`config.mk`:
```
export PLATFORM = sky130hd
export DESIGN_NAME = fetch_unit_flat
export DESIGN_NICKNAME = d
export VERILOG_FILES = /design/src/rtl/fetch_unit_if.sv /design/src/rtl/fetch_unit.sv /design/src/flat_wrapper.sv
export SDC_FILE = /design/constraint.sdc
export NUM_CORES = 1
export LEC_CHECK = 0
export CAP_MARGIN = 15
export CORE_ASPECT_RATIO = 1.2
export CORE_MARGIN = 2
export CORE_UTILIZATION = 30
export DETAILED_ROUTE_END_ITERATION = 16
export SLEW_MARGIN = 5
export SYNTH_ARGS = -nofsm -noshare
export SYNTH_HDL_FRONTEND = slang
export SYNTH_SLANG_ARGS = --single-unit
```
`constraint.sdc`:
```
create_clock -name clock -period 3.1 [get_ports clock]
set_input_delay 0.31 -clock clock [delete_from_list [all_inputs] [get_ports clock]]
set_output_delay 0.31 -clock clock [all_outputs]
set_load 0.02 [all_outputs]
```
`src/rtl/fetch_unit_if.sv`:
```
// Fetch-stage bus: control handshakes, shared memory read data, debug step pins and decoded outputs.
// Latency: none (wires only).
// Backpressure: the control side throttles the fetch stage through pc_en and insdat.
interface fetch_unit_if #(
    parameter int PC_W = 8
);
    logic            pc_en;
    logic            jump;
    logic            branch;
    logic            insdat;
    logic [15:0]     mem_rdata;
    logic            step_mode;
    logic            step_exe;
    logic [PC_W-1:0] pc;
    logic [15:0]     instr;
    logic [4:0]      opcode;
    logic [2:0]      rdest;
    logic [2:0]      rsrc1;
    logic [2:0]      rsrc2;
    logic [2:0]      func;
    logic            rdestBit0;
    logic            halted;
    logic            step_wait;
    logic [15:0]     retired;

    modport master (
        output pc_en, jump, branch, insdat, mem_rdata, step_mode, step_exe,
        input  pc, instr, opcode, rdest, rsrc1, rsrc2, func, rdestBit0,
               halted, step_wait, retired
    );

    modport slave (
        input  pc_en, jump, branch, insdat, mem_rdata, step_mode, step_exe,
        output pc, instr, opcode, rdest, rsrc1, rsrc2, func, rdestBit0,
               halted, step_wait, retired
    );
endinterface

```
`src/rtl/fetch_unit.sv`:
```
// Instruction fetch: owns the PC, captures/holds the instruction word, decodes fields, applies redirects and step gating.
// Latency: PC, halt flag and retire count update one cycle after an advance; instr/decode are combinational.
// Backpressure: the PC holds while pc_en is low, after a halt, or in single-step mode with no step token pending.
module fetch_unit #(
    parameter int PC_W = 8
) (
    input logic         clock,
    input logic         reset_n,
    fetch_unit_if.slave bus
);
    logic [PC_W-1:0] pc_q;
    logic [15:0]     ir_q;
    logic            halted_q;
    logic            step_tok;
    logic [15:0]     retired_q;
    logic            sync1;
    logic            sync2;
    logic            sync3;

    logic [15:0]     instr;
    logic            step_edge;
    logic            advance;
    logic [PC_W-1:0] br_off;
    logic [PC_W-1:0] pc_next;

    // During the data cycle of a two-cycle op the memory port carries data, so the held word is used instead.
    assign instr     = bus.insdat ? ir_q : bus.mem_rdata;
    assign step_edge = sync2 & ~sync3;
    assign advance   = bus.pc_en & ~halted_q & (~bus.step_mode | step_tok);
    assign br_off    = PC_W'({{PC_W{instr[7]}}, instr[7:0]});

    // Next PC: jump beats branch, branch beats sequential; wraps naturally at PC_W bits.
    always_comb begin
        pc_next = pc_q + PC_W'(1);
        if (bus.jump) begin
            pc_next = instr[PC_W-1:0];
        end else if (bus.branch) begin
            pc_next = pc_q + PC_W'(1) + br_off;
        end
    end

    // Synchronise the asynchronous step pin and keep one extra stage for rising-edge detection.
    always_ff @(posedge clock or negedge reset_n) begin
        if (!reset_n) begin
            sync1 <= 1'b0;
            sync2 <= 1'b0;
            sync3 <= 1'b0;
        end else begin
            sync1 <= bus.step_exe;
            sync2 <= sync1;
            sync3 <= sync2;
        end
    end

    // Step token: a new edge wins over consumption so back-to-back steps are never lost.
    always_ff @(posedge clock or negedge reset_n) begin
        if (!reset_n) begin
            step_tok <= 1'b0;
        end else if (step_edge) begin
            step_tok <= 1'b1;
        end else if (advance) begin
            step_tok <= 1'b0;
        end
    end

    // PC, instruction register, sticky halt and retire counter.
    always_ff @(posedge clock or negedge reset_n) begin
        if (!reset_n) begin
            pc_q      <= '0;
            ir_q      <= '0;
            halted_q  <= 1'b0;
            retired_q <= '0;
        end else begin
            if (!bus.insdat) begin
                ir_q <= bus.mem_rdata;
                if (bus.mem_rdata[15:11] == 5'b11111) begin
                    halted_q <= 1'b1;
                end
            end
            if (advance) begin
                pc_q      <= pc_next;
                retired_q <= retired_q + 16'd1;
            end
        end
    end

    assign bus.pc        = pc_q;
    assign bus.instr     = instr;
    assign bus.opcode    = instr[15:11];
    assign bus.rdest     = instr[10:8];
    assign bus.rsrc1     = instr[7:5];
    assign bus.rsrc2     = instr[4:2];
    assign bus.func      = {1'b0, instr[1:0]};
    assign bus.rdestBit0 = instr[8];
    assign bus.halted    = halted_q;
    assign bus.step_wait = bus.step_mode & ~step_tok;
    assign bus.retired   = retired_q;
endmodule

```
`src/flat_wrapper.sv`:
```
// flat-port wrapper written by rule: the top's interface ports become plain ports
module fetch_unit_flat 
#(
    parameter int PC_W = 8
)
  (clock, reset_n, bus_pc_en, bus_jump, bus_branch, bus_insdat, bus_mem_rdata, bus_step_mode, bus_step_exe, bus_pc, bus_instr, bus_opcode, bus_rdest, bus_rsrc1, bus_rsrc2, bus_func, bus_rdestBit0, bus_halted, bus_step_wait, bus_retired);
  fetch_unit_if #(.PC_W(PC_W)) bus_i ();
  input logic clock;
  input logic reset_n;
  input wire logic [$bits(bus_i.pc_en)-1:0] bus_pc_en;
  input wire logic [$bits(bus_i.jump)-1:0] bus_jump;
  input wire logic [$bits(bus_i.branch)-1:0] bus_branch;
  input wire logic [$bits(bus_i.insdat)-1:0] bus_insdat;
  input wire logic [$bits(bus_i.mem_rdata)-1:0] bus_mem_rdata;
  input wire logic [$bits(bus_i.step_mode)-1:0] bus_step_mode;
  input wire logic [$bits(bus_i.step_exe)-1:0] bus_step_exe;
  output wire logic [$bits(bus_i.pc)-1:0] bus_pc;
  output wire logic [$bits(bus_i.instr)-1:0] bus_instr;
  output wire logic [$bits(bus_i.opcode)-1:0] bus_opcode;
  output wire logic [$bits(bus_i.rdest)-1:0] bus_rdest;
  output wire logic [$bits(bus_i.rsrc1)-1:0] bus_rsrc1;
  output wire logic [$bits(bus_i.rsrc2)-1:0] bus_rsrc2;
  output wire logic [$bits(bus_i.func)-1:0] bus_func;
  output wire logic [$bits(bus_i.rdestBit0)-1:0] bus_rdestBit0;
  output wire logic [$bits(bus_i.halted)-1:0] bus_halted;
  output wire logic [$bits(bus_i.step_wait)-1:0] bus_step_wait;
  output wire logic [$bits(bus_i.retired)-1:0] bus_retired;
  assign bus_i.pc_en = bus_pc_en;
  assign bus_i.jump = bus_jump;
  assign bus_i.branch = bus_branch;
  assign bus_i.insdat = bus_insdat;
  assign bus_i.mem_rdata = bus_mem_rdata;
  assign bus_i.step_mode = bus_step_mode;
  assign bus_i.step_exe = bus_step_exe;
  assign bus_pc = bus_i.pc;
  assign bus_instr = bus_i.instr;
  assign bus_opcode = bus_i.opcode;
  assign bus_rdest = bus_i.rdest;
  assign bus_rsrc1 = bus_i.rsrc1;
  assign bus_rsrc2 = bus_i.rsrc2;
  assign bus_func = bus_i.func;
  assign bus_rdestBit0 = bus_i.rdestBit0;
  assign bus_halted = bus_i.halted;
  assign bus_step_wait = bus_i.step_wait;
  assign bus_retired = bus_i.retired;
  fetch_unit #(.PC_W(PC_W)) u_core (.clock(clock), .reset_n(reset_n), .bus(bus_i));
endmodule
```
run_1/clk_routes.png
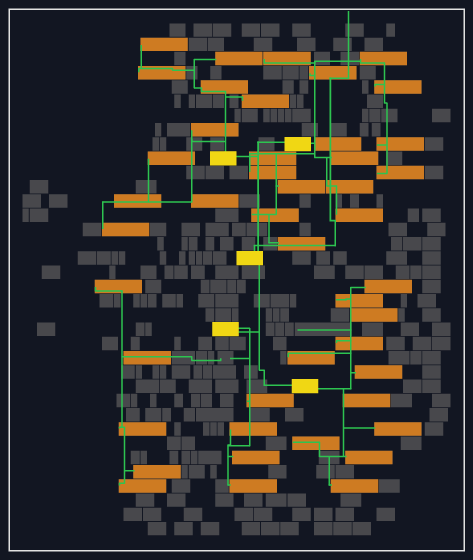
flip-flops -> orange  # count 45
clock drivers -> yellow  # count 5
clock wires -> green  # length 585 µm
routed clock nets = 6

run_1/layer_met2.png
Scale bar: 20 µm.
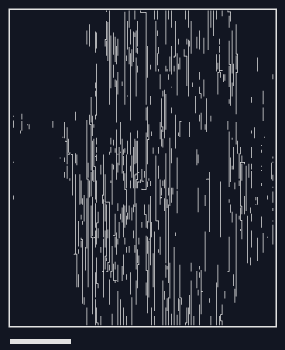
main direction = vertical
share of all routed wire = 49%

==> run notes, run 1 <==
Flow results follow.

The global routing report lists combined usage of all routing layers as 13.0%. In this run, the synthesized area fraction spent on adder and majority cells is recorded as 5.91%. The routed via count is 1934. The cell total in the yosys stat output is 239. The smallest clock period supported by the final layout is computed as 2860 ps. The flop share of the area is 32.9%. The routed design shows a via density per instance of 4.71. The capture point of the worst register-to-register path is recorded as u_core.bus.pc[7]$_DFFE_PN0P_. Per the OpenROAD power report, switching power amounts to roughly 950 µW. The die height is about 100 µm.

The part of the power in the clock network is 18.1%. Looking at the setup timing report, the critical path kind is primary input to flop. In the final layout, the multi-input gates occupy 1130 µm². Detailed routing placed a total of between 2000 and 3000 µm of wire on met2. Of the total power, the share spent switching nets is between 30% and 40%. Looking at the critical path, the single cell with the biggest stage delay is clkdlybuf4s50_1. The mux contribution to synthesized area is 8.15%. The largest incremental delay on the critical path is 620 ps. The leakage power figure is 0.00146 µW.

Counting both buffers and inverters, the worst setup path holds a total of 2. Once routing completed, OpenROAD measured the worst setup slack at 242 ps. The count of endpoints failing hold in the final timing report is 0. The fraction of final layout cells with drive strength greater than 1 is 13.3%. Per the power-grid run, VDD falls by no more than 0.000212 V. The run finished with clean final reports. On the worst setup and hold paths after CTS, the clock-pin slew comes to 90 ps.

The cts-stage hold buffer count is 0. After its last routability iteration, the placer logged a weighted congestion of 0.762. Static timing analysis puts the maximum clock frequency at 350 MHz.

The sequential cell fraction of total power is 32.9%. The uppermost metal layer occupied by signal nets is met4. Ranking logic cells in the layout by count gives the top entries clkdlybuf4s50_1, dfrtp_1, nand2_1. The timing report gives the worst reg2reg path a setup slack of approximately 320 ps. For this run, the post-layout net count is roughly 350. The clock root buffer is clkbuf_8. Between the synthesized netlist and the finished layout, the area growth was recorded as 39.3%. Max fanout on the critical path was recorded as 6. The H-tree generated during clock tree synthesis spans 2 levels.
run_1/placement.png
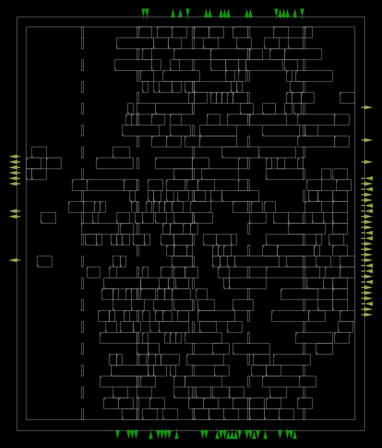
post-route core utilization: 42.7%
Core Rows: 36
Flop Count: 45

run_1/placement_by_type.png
Scale bar: 20 µm. Fill, decap, tap and diode cells in gray.
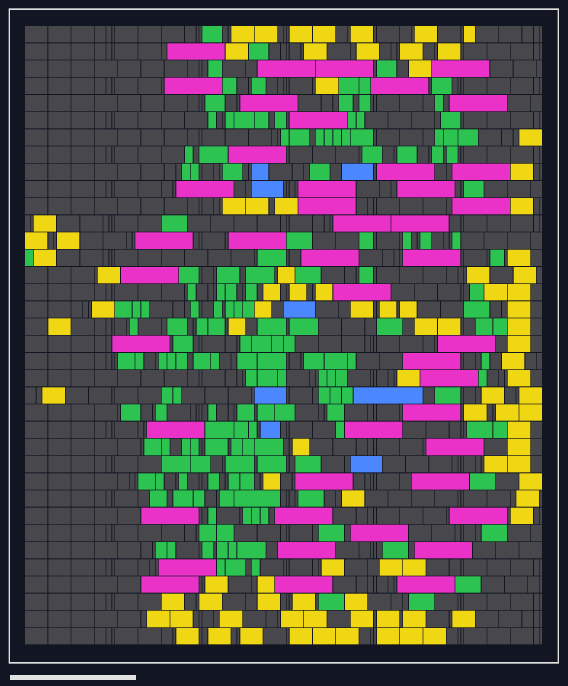

==> run 2: changes to the inputs <==
==> constraint.sdc (replaced) <==
create_clock -name clock -period 3.1 [get_ports clock]
set_input_delay 0.31 -clock clock [delete_from_list [all_inputs] [get_ports clock]]
set_output_delay 0.31 -clock clock [all_outputs]
set_load 0.1 [all_outputs]
run_2/placement_by_type.png
Scale bar: 20 µm. Fill, decap, tap and diode cells in gray.
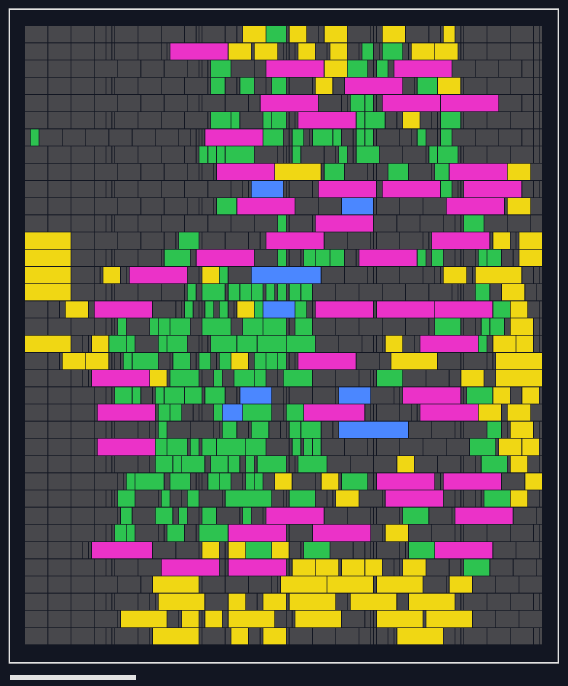
flops -> magenta  # cells 45
other buffers and delay cells -> yellow  # cells 92
clock drivers and dummy loads -> blue  # cells 8
combinational and other logic -> green  # cells 170

==> run 2 against run 1 <==
  * Count of clock-buffer cells in the layout did not move
  * Die area did not move
  * Critical path depth did not move
  * Via count barely moved
  * Largest cell class unchanged
  * Largest power group unchanged
  * Clock skew fell by 4.2 ps
==> run notes, run 2 <==
Flow results follow.

The post-detailed-route via-to-cell ratio is 4.71 (about the same). The global router's overall resource usage is 13.1% (was 13.0%). The clock-pin slew of the registers on the worst-case setup and hold paths is 90 ps (about the same). The layout inverter count without the clock tree was 8 (unchanged). The endpoint type of the worst setup path is a flop (unchanged). The leakage power figure is 0.00163 µW (was 0.00146 µW). The utilization after layout is 45.3% (was 42.7%). The share of async-settable or async-resettable flops after synthesis is 100% (unchanged). The maximum vdd ir drop came to 0.000417 V (was 0.000212 V).

The count of standard-cell rows is 36 (unchanged). The non-clock buffering overhead in the final layout is 29.9% (was 26.3%). The cts-stage hold buffer count came to 0 (unchanged). The synthesis-to-layout area growth is 47.9% (was 39.3%). The count of pins on the block boundary is 84 (unchanged). The number of H-tree levels is 2 (unchanged). The clock root buffer was clkbuf_8 (unchanged). The endpoint of the lowest-slack register-to-register path was u_core.bus.pc[7]$_DFFE_PN0P_ (unchanged). The cell-internal power is 1650 µW (was 1530 µW).

The register-to-register setup slack is 390 ps (was 320 ps). The sequential cell fraction of total power came to 24.1% (was 32.9%). The part of the power in the clock network is 15.6% (was 18.1%). The share of total power consumed by net switching is 51.7% (was 38.3%). The category of the critical setup timing path is primary input to flop (unchanged).

Status: completed (unchanged). The net count reported at finish is 349 (was 350). The top power consumer group is combinational logic (unchanged). The post-layout minimum cycle time is 2760 ps (was 2860 ps).

The highest clock frequency the design can meet is 362 MHz (was 350 MHz). The final critical-path setup slack is 341 ps (was 242 ps). The maximum fanout count along the critical path is 8 (was 6). The routed via count was 1933 (was 1934).

The number of clock sinks was 45 (unchanged). The combined area of the multi-input logic cells is 1130 µm² (unchanged). The final weighted congestion in routability-driven placement is 0.877 (was 0.762). The flop share of the area is 31.1% (was 32.9%). The cell at the slowest stage of the critical path is clkdlybuf4s50_1 (unchanged). The cell total in the yosys stat output came to 239 (unchanged). The adder-cell share of the synthesized area is 5.91% (unchanged).

The met2 layer wire length in the routed design is 2670 µm (was 2760 µm). The die height came to 103 µm (unchanged). The mux contribution to synthesized area is 8.15% (unchanged). The net switching power was 1770 µW (was 950 µW). The critical path depth is 11 (unchanged). Most frequent cells in the layout: dfrtp_1, clkdlybuf4s50_1, buf_4 (was clkdlybuf4s50_1, dfrtp_1, nand2_1).

The sum of buffers and inverters on the critical path is 2 (unchanged). The number of sequential cells is 45 (unchanged). The uppermost metal layer occupied by signal nets is met4 (unchanged). The share of the yosys chip area belonging to registers is 45.8% (unchanged). The overall power after layout is 3420 µW (was 2480 µW). The fraction of final layout cells with drive strength greater than 1 was 28.6% (was 13.3%). The count of endpoints failing hold in the final timing report came to 0 (unchanged).

The final non-filler cell area is 3630 µm² (was 3420 µm²). The largest incremental delay on the critical path is 450 ps (was 620 ps).
run_2/power_grid.png
Pins as bars on the die edge. Tap cells in gray.
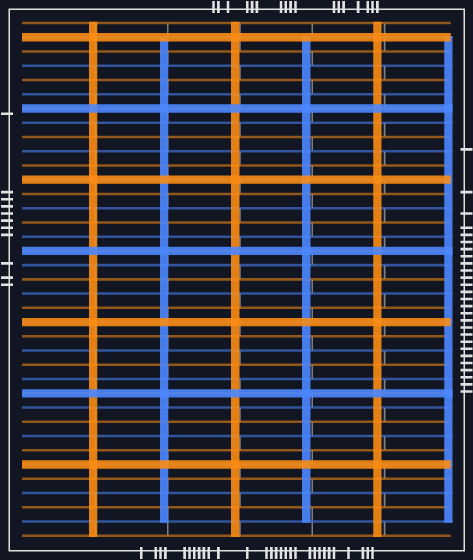
VSS -> orange
VDD -> blue
tap cells = 95
signal pins = 84
met4 straps = 6
rows = 36
met5 straps = 7

==> run 3: changes to the inputs <==
Settings changed: CTS_BUF_LIST set to sky130_fd_sc_hd__clkbuf_8, CTS_CLUSTER_SIZE set to 25.
run_3/layer_met2.png
Scale bar: 20 µm.
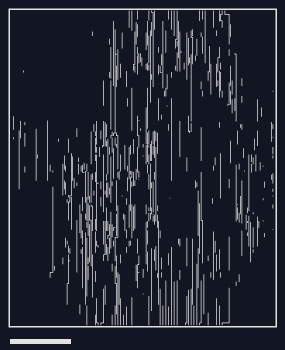
wire length on this layer = 2670 µm
longest straight run = 33.8 µm

run_3/placement_by_type.png
Scale bar: 20 µm. Fill, decap, tap and diode cells in gray.
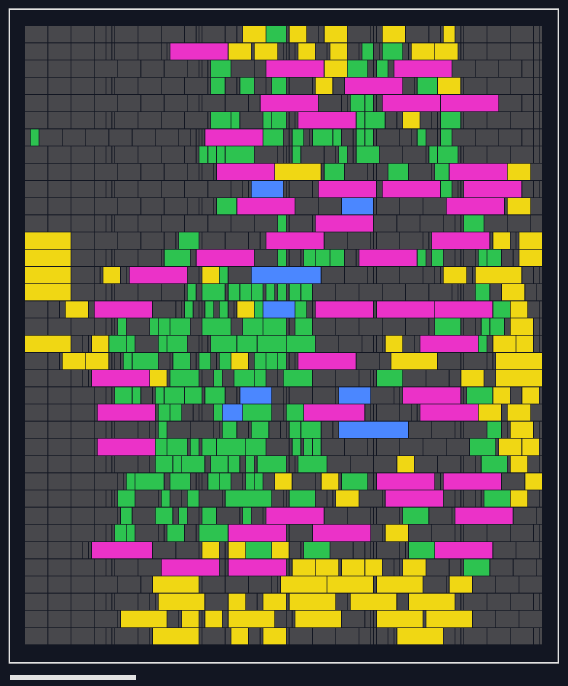
flops -> magenta  # cells 45
clock drivers and dummy loads -> blue  # cells 8
other buffers and delay cells -> yellow  # cells 92
combinational and other logic -> green  # cells 170

==> run 3 against run 2 <==
  * Area after synthesis unchanged
  * Critical path type unchanged
  * Power is the same
  * Design area stayed put
  * Routed wire length did not move
==> run notes, run 3 <==
Flow results follow.

The die height is 103 µm (unchanged). The overall power after layout is 3420 µW (unchanged). The library cell with the largest summed area after synthesis was dfrtp_1 (unchanged).

The maximum vdd ir drop is 0.000417 V (unchanged). The chip area estimate from yosys synthesis came to 2460 µm² (unchanged). The summed instance area of the synthesized netlist is 2460 µm² (unchanged). The count of standard-cell rows was 36 (unchanged). The highest clock frequency the design can meet is 362 MHz (unchanged).

Most frequent cells in the layout: dfrtp_1, clkdlybuf4s50_1, buf_4 (unchanged). The final non-filler cell area is 3630 µm² (unchanged). The met2 layer wire length in the routed design came to 2670 µm (unchanged). The combined area of the multi-input logic cells came to 1130 µm² (unchanged). The net switching power is 1770 µW (unchanged). The critical path depth is 11 (unchanged). The top power consumer group was combinational logic (unchanged). The net count reported at finish is 349 (unchanged). The power consumed by combinational cells came to 2060 µW (about the same). The count of pins on the block boundary was 84 (unchanged).

The cts-stage hold buffer count is 0 (unchanged). The launch point of the critical path is bus_insdat (unchanged). The sequential cell fraction of total power is 24.1% (about the same). The part of the power in the clock network is 15.6% (about the same). The cell total in the yosys stat output is 239 (unchanged).

The fraction of final layout cells with drive strength greater than 1 is 28.6% (unchanged). The arrival time at the worst endpoint is 3000 ps (about the same). The worst hold path class is primary input to async pin (unchanged). The largest incremental delay on the critical path was 450 ps (about the same). The synthesis-to-layout area growth is 47.9% (unchanged).

Status: completed (unchanged). The layout inverter count without the clock tree is 8 (unchanged). The cell-internal power is 1650 µW (unchanged). The maximum fanout count along the critical path is 8 (unchanged). The number of H-tree levels is 2 (unchanged). The number of sequential cells is 45 (unchanged).

The clock-pin slew of the registers on the worst-case setup and hold paths was 90 ps (about the same). The share of async-settable or async-resettable flops after synthesis is 100% (unchanged). The register-to-register setup slack is 390 ps (about the same). The post-detailed-route via-to-cell ratio was 4.71 (unchanged). The uppermost metal layer occupied by signal nets is met4 (unchanged).

The mean area per synthesized cell is 10.3 µm² (unchanged). The endpoint type of the worst setup path is a flop (unchanged). The sum of buffers and inverters on the critical path was 2 (unchanged). The cell at the slowest stage of the critical path is clkdlybuf4s50_1 (unchanged).

The clock root buffer is clkbuf_8 (unchanged). The final weighted congestion in routability-driven placement is 0.877 (unchanged). The mux contribution to synthesized area came to 8.15% (unchanged).

The leakage power figure is 0.00163 µW (unchanged). The category of the critical setup timing path is primary input to flop (unchanged). The count of endpoints failing hold in the final timing report is 0 (unchanged).

The endpoint of the lowest-slack register-to-register path is u_core.bus.pc[7]$_DFFE_PN0P_ (unchanged). The final critical-path setup slack is 341 ps (unchanged). The share of total power consumed by net switching is 51.7% (unchanged). The non-clock buffering overhead in the final layout is 29.9% (unchanged).

The routed via count is 1933 (unchanged). The worst hold-check slack is 167 ps (unchanged). The proportion of cell area occupied by multi-input gates came to 31.2% (unchanged). The global router's overall resource usage is 13.1% (unchanged). The flop share of the area came to 31.1% (unchanged). The adder-cell share of the synthesized area is 5.91% (unchanged).

The share of the yosys chip area belonging to registers is 45.8% (unchanged). The number of clock sinks is 45 (unchanged). The average detailed-routed wire length per instance is 14.0 µm (unchanged). The utilization after layout was 45.3% (unchanged). The number of standard cells in the layout, taps in and fillers out is 410 (unchanged).

The number of cells produced by synthesis is 239 (unchanged). The post-layout minimum cycle time is 2760 ps (unchanged).
Power is estimated from default activity; no workload was simulated.
